$ cat config.mk
export PLATFORM = sky130hd
export DESIGN_NAME = reg_scoreboard
export DESIGN_NICKNAME = d
export VERILOG_FILES = /design/src/rtl/reg_scoreboard.sv
export SDC_FILE = /design/constraint.sdc
export NUM_CORES = 1
export LEC_CHECK = 0
export CAP_MARGIN = 20
export CORE_MARGIN = 2
export CORE_UTILIZATION = 35
export CTS_BUF_LIST = sky130_fd_sc_hd__clkbuf_4 sky130_fd_sc_hd__clkbuf_8 sky130_fd_sc_hd__clkbuf_16
export DETAILED_ROUTE_END_ITERATION = 8
export PLACE_DENSITY = 0.56
export SYNTH_ARGS = -nofsm -noshare
export SYNTH_HDL_FRONTEND = slang
export SYNTH_SLANG_ARGS = --single-unit
$ cat constraint.sdc
create_clock -name clk -period 4.5 [get_ports clk]
set_clock_uncertainty 0.05 [all_clocks]
set_input_delay 0.9 -clock clk [delete_from_list [all_inputs] [get_ports clk]]
set_output_delay 0.9 -clock clk [all_outputs]
set_load 0.005 [all_outputs]
$ cat src/rtl/reg_scoreboard.sv
// In-order register-write scoreboard: tracks pending destination writes, stalls decode on RAW or full.
// Optional build macro SCOREBOARD_BYPASS_EN lets a retiring writeback forward to decode in the same cycle.
module reg_scoreboard #(
  parameter int NUM_REGS = 16,
  parameter int REG_W    = 4,
  parameter int DEPTH    = 4
) (
  input  logic                         clk,
  input  logic                         rst,
  input  logic                         dec_valid,
  input  logic                         dec_writes,
  input  logic [REG_W-1:0]             dec_dst,
  input  logic                         dec_src_a_valid,
  input  logic [REG_W-1:0]             dec_src_a,
  input  logic                         dec_src_b_valid,
  input  logic [REG_W-1:0]             dec_src_b,
  input  logic                         wb_valid,
  input  logic [REG_W-1:0]             wb_dst,
  input  logic                         flush,
  input  logic [$clog2(DEPTH+1)-1:0]   flush_keep,
  output logic                         stall,
  output logic [NUM_REGS-1:0]          busy,
  output logic [$clog2(DEPTH+1)-1:0]   count,
  output logic                         full,
  output logic                         error
);

  localparam int PTR_W = (DEPTH > 1) ? $clog2(DEPTH) : 1;
  localparam int CNT_W = $clog2(DEPTH+1);

  logic [REG_W-1:0] ent_q [DEPTH];
  logic [REG_W-1:0] ent_d [DEPTH];
  logic [PTR_W-1:0] head_q, head_d, tail_q, tail_d;
  logic [CNT_W-1:0] count_q, count_d, rem;
  logic             error_q, error_d;
  logic             raw_a, raw_b, accept, pop;

  // Only entries inside the head..count window are live; stale slots are ignored.
  always_comb begin
    busy = '0;
    for (int i = 0; i < DEPTH; i++) begin
      if (CNT_W'(i) < count_q)
        busy[ent_q[head_q + PTR_W'(i)]] = 1'b1;
    end
  end

  assign pop = wb_valid & (count_q != '0);

`ifdef SCOREBOARD_BYPASS_EN
  logic [NUM_REGS-1:0] busy_young;
  logic                fwd_a, fwd_b;

  always_comb begin
    busy_young = '0;
    for (int i = 1; i < DEPTH; i++) begin
      if (CNT_W'(i) < count_q)
        busy_young[ent_q[head_q + PTR_W'(i)]] = 1'b1;
    end
  end

  assign fwd_a = pop & (ent_q[head_q] == dec_src_a) & ~busy_young[dec_src_a];
  assign fwd_b = pop & (ent_q[head_q] == dec_src_b) & ~busy_young[dec_src_b];
  assign raw_a = dec_src_a_valid & busy[dec_src_a] & ~fwd_a;
  assign raw_b = dec_src_b_valid & busy[dec_src_b] & ~fwd_b;
`else
  assign raw_a = dec_src_a_valid & busy[dec_src_a];
  assign raw_b = dec_src_b_valid & busy[dec_src_b];
`endif

  // full is taken from pre-pop state, so a pop never frees a slot for the same-cycle writer.
  assign full   = (count_q == CNT_W'(DEPTH));
  assign stall  = dec_valid & ~flush & (raw_a | raw_b | (dec_writes & full));
  assign accept = dec_valid & dec_writes & ~stall & ~flush;
  assign rem    = count_q - CNT_W'(pop);

  always_comb begin
    ent_d   = ent_q;
    head_d  = head_q + PTR_W'(pop);
    tail_d  = tail_q;
    count_d = count_q;
    error_d = error_q | (wb_valid & ((count_q == '0) | (ent_q[head_q] != wb_dst)));
    if (flush) begin
      count_d = (flush_keep < rem) ? flush_keep : rem;
      tail_d  = head_d + count_d[PTR_W-1:0];
    end else begin
      if (accept) ent_d[tail_q] = dec_dst;
      tail_d  = tail_q + PTR_W'(accept);
      count_d = count_q + CNT_W'(accept) - CNT_W'(pop);
    end
  end

  always_ff @(posedge clk) begin
    if (rst) begin
      head_q  <= '0;
      tail_q  <= '0;
      count_q <= '0;
      error_q <= 1'b0;
      for (int i = 0; i < DEPTH; i++) ent_q[i] <= '0;
    end else begin
      head_q  <= head_d;
      tail_q  <= tail_d;
      count_q <= count_d;
      error_q <= error_d;
      ent_q   <= ent_d;
    end
  end

  assign count = count_q;
  assign error = error_q;

endmodule

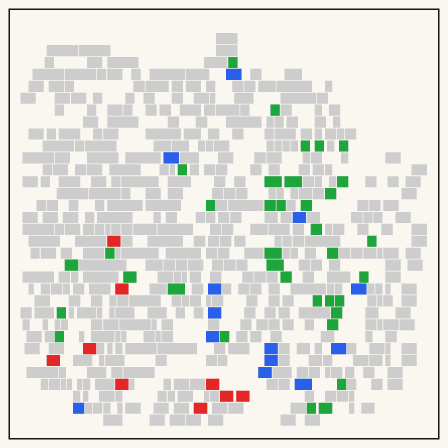
Fig. 1. Selected gate families.
| color | family | cells | most used |
|---|---|---|---|
| green | AND and OR gates | 36 | or4_1 |
| red | XOR/XNOR gates | 9 | xnor2_1 |
| blue | AND-OR and OR-AND gates | 13 | a211o_1 |
most frequent logic cell in the layout: buf_4
multi-input combinational area share: 0.566
fin cells: 604

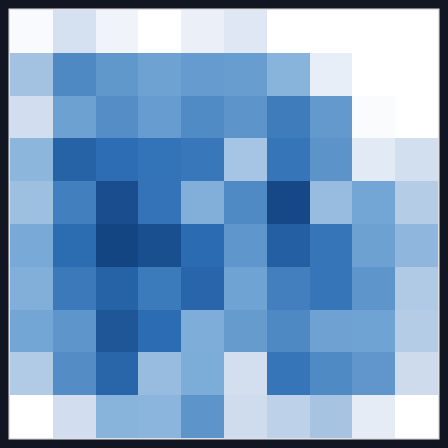
Fig. 2. Placement density heat map.
10 x 10 tiles, from white (low) to dark blue (high), 0 to 100% covered.
emptiest ninth of the die: north-east
nearly empty tiles: 10%
mean over tiles: 47%
fullest tile: 92%

==> changes_impl.md <==
### Metrics

* Outcome: completed
* Max-cap check violation count at 0
* Area of the mapped netlist at 3070 um2
* Clk ins delay skew pair at 270 ps
* Type of origin of the critical path: flop
* Mapped Avg Cell Area at 8.62 um2
* Setup CP Type: reg2out
* PwrDens at 321 nW/um2
* Layout cells sized above 1 at 0.347
* FP Rows at 34
* Tightest Pin Transition at 826 ps
* Clock Path Buffers at 2
* Critical Path Start: head_q[0]$_SDFF_PP0_
* Post-layout period usage at 0.989
* Ys async rst share at 0
* Worst Path Max Fanout at 5
* Post-route cell area at 4590 um2
* Clk sink count at 24
* Worst Reg-to-Reg Cells at 18
* Commonest cells after routing, fill and taps aside: 96 x buf_4, 47 x clkdlybuf4s50_1, 35 x nand2b_1
* I/O pin count at 49
* Synthesized Nets at 395
* Layout Nets at 536
* Final Slew Violations at 0
* Diodes inserted at 0
* Width of the die at 97.7 um
* DR iter-0 viols at 124
* Iteration tally of the first detailed-router pass at 4
* Worst flop-to-flop path startpoint: head_q[0]$_SDFF_PP0_
* Tool warnings at 28
* Tot GR Track Use at 0.214
* Fmax at 225 MHz
* Worst hold path type: reg2reg
* Seq cells post-synth at 24
* LEAKAGE at 1.83 nW
* Final hold vios at 0
* Reg-to-Reg End: count[2]$_SDFF_PP0_
* WP data required at 3550 ps
* RSZ-0062 raised after global routing: yes
* Placed insts at 582
* CTS Root Cell: clkbuf_8
* Yosys chip area at 3070 um2
* Final setup violating endpoints at 0
* GPL Wtd Cong at 0.946
* Die area at 9540 um2
* Setup slack, reg-to-reg at 110 ps
* Mapped Cells at 356
* VDD IR-drop max at 0.000262 V
* Vias in the first global route at 3294
* DRT Wirelength at 10400 um
* Gr ovfl total at 0
* Drt wl/cell at 17.3 um
* Fillcell total at 822
* Area growth, synth to finish at 49.3%
* Period minus WS final at 4450 ps
* First-pass GRT wire length at 16800 um
* Setup crit end: stall
* H-tree Lvls at 1
* Clock transition at path regs at 90 ps
* Seq/Total Area, Yosys at 0.156
* TritonCTS clock tree: done
* Routed Antenna Nets at 0
* Crit. End Element: output pin
* Post-synth top flop: dfxtp_1
* Largest net degree at the start of global routing at 29
* Post-DP Area at 4230 um2
* Post-synth EDFFs at 0
* Yosys cell count at 356
* Core Density at Floorplan at 0.357
* Cell Type Count at 61
* Initial antenna violation count at 0
* Worst relative slew slack at 0.448
* Setup TNS at 0 ps
* Drt via density at 5.54
* # hold bufs at CTS at 0
* Clock buffers created by TritonCTS at 3
* Die Y at 97.7 um
* DR vias at 3345
* Post-DP HPWL at 8570 um
==> state kept, by name, summed over array words and instances (netlist names) <==
register  count
head_q        2
ent_q        16
tail_q        2
error         1
count         3
==> layout make-up <==
cell class	count	area (um2)	area share
Multi-Input combinational cell	309	2600	0.566
Timing Repair Buffer	150	1260	0.275
Sequential cell	24	488	0.106
Tap cell	108	135	0.0295
Clock buffer	3	41.3	0.00900
Inverter	9	33.8	0.00737
Clock inverter	1	30.0	0.00655
==> Yosys cell counts (10+ instances only) <==
master,instances,area (um2)
or4_1,10,75.1
nand2b_1,38,238
nand2_1,16,60.1
nor2_1,14,52.6
dfxtp_1,24,480
nand3_1,12,60.1
nor3_1,29,145
a211oi_1,27,203
mux2i_1,26,260
ha_1,11,138
==> worst max-delay path, stage by stage, from the launching register on <==
cell and delay (ps):
dfxtp_4 400, buf_6 130, mux4_2 560, nand2_2 130, nor3_2 50, or4_4 530
mux4_2 510, a211oi_4 330, and2_4 190, nor2b_4 130, buf_4 110, a21boi_1 50
clkbuf_2 100
==> metal layers <==
| metal | up-vias | GRT usage | wire length (um) |
|---|---|---|---|
| met5 | - | 0 | 0 |
| met4 | 0 | 0.0556 | 197 |
| met3 | 14 | 0.0180 | 420 |
| met2 | 90 | 0.393 | 5420 |
| met1 | 1579 | 0.270 | 4400 |
| li1 | 1662 | - | - |
==> per-stage QoR <==
| stage | hold WS (ps) | setup slack (ps) | util | power [mW] |
|---|---|---|---|---|
| floorplan | 410 | 81.8 | - | 0.828 |
| global placement | 400 | -238 | 0.493 | 1.17 |
| detailed placement | 444 | -325 | 0.493 | 1.19 |
| CTS | 464 | 18.0 | 0.516 | 1.42 |
| global route | 528 | -88.7 | 0.534 | 1.58 |
| finish | 454 | 48.1 | 0.534 | 1.47 |
==> cells by family (layout without fill, tap and decap cells) <==
group	after synthesis	count (layout)	synth area share
adder cells (fa/ha/maj)	12	12	0.0513
multiplexers	51	51	0.234
AND-OR/OR-AND	71	71	0.183
XOR/XNOR	9	9	0.0257
AND/OR/NAND/NOR	166	166	0.312
flip-flops	24	24	0.156
buffers and inverters	23	163	0.0379
==> power breakdown <==
part	switching, mW	internal (mW)	total, mW
logic	0.475	0.526	1.00
clock network	0.0715	0.119	0.190
registers	0.0335	0.245	0.279
total	0.580	0.890	1.47
==> worst min-delay path by stage <==
stage	from	to	cells after the start
after floorplan	error$_SDFF_PP0_	error$_SDFF_PP0_	2
after global placement	error$_SDFF_PP0_	error$_SDFF_PP0_	2
after detailed placement	error$_SDFF_PP0_	error$_SDFF_PP0_	2
after CTS	error$_SDFF_PP0_	error$_SDFF_PP0_	2
after global routing	error$_SDFF_PP0_	error$_SDFF_PP0_	2
final	error$_SDFF_PP0_	error$_SDFF_PP0_	2
==> what timing repair did <==
action,CTS,global route
gates resized,23,23
buffers inserted,9,9
endpoints found under the setup margin,3,3
endpoints found under the hold margin,0,0
pin swaps,6,10
Power figures rest on the tool's default switching activity, not on a simulated workload.
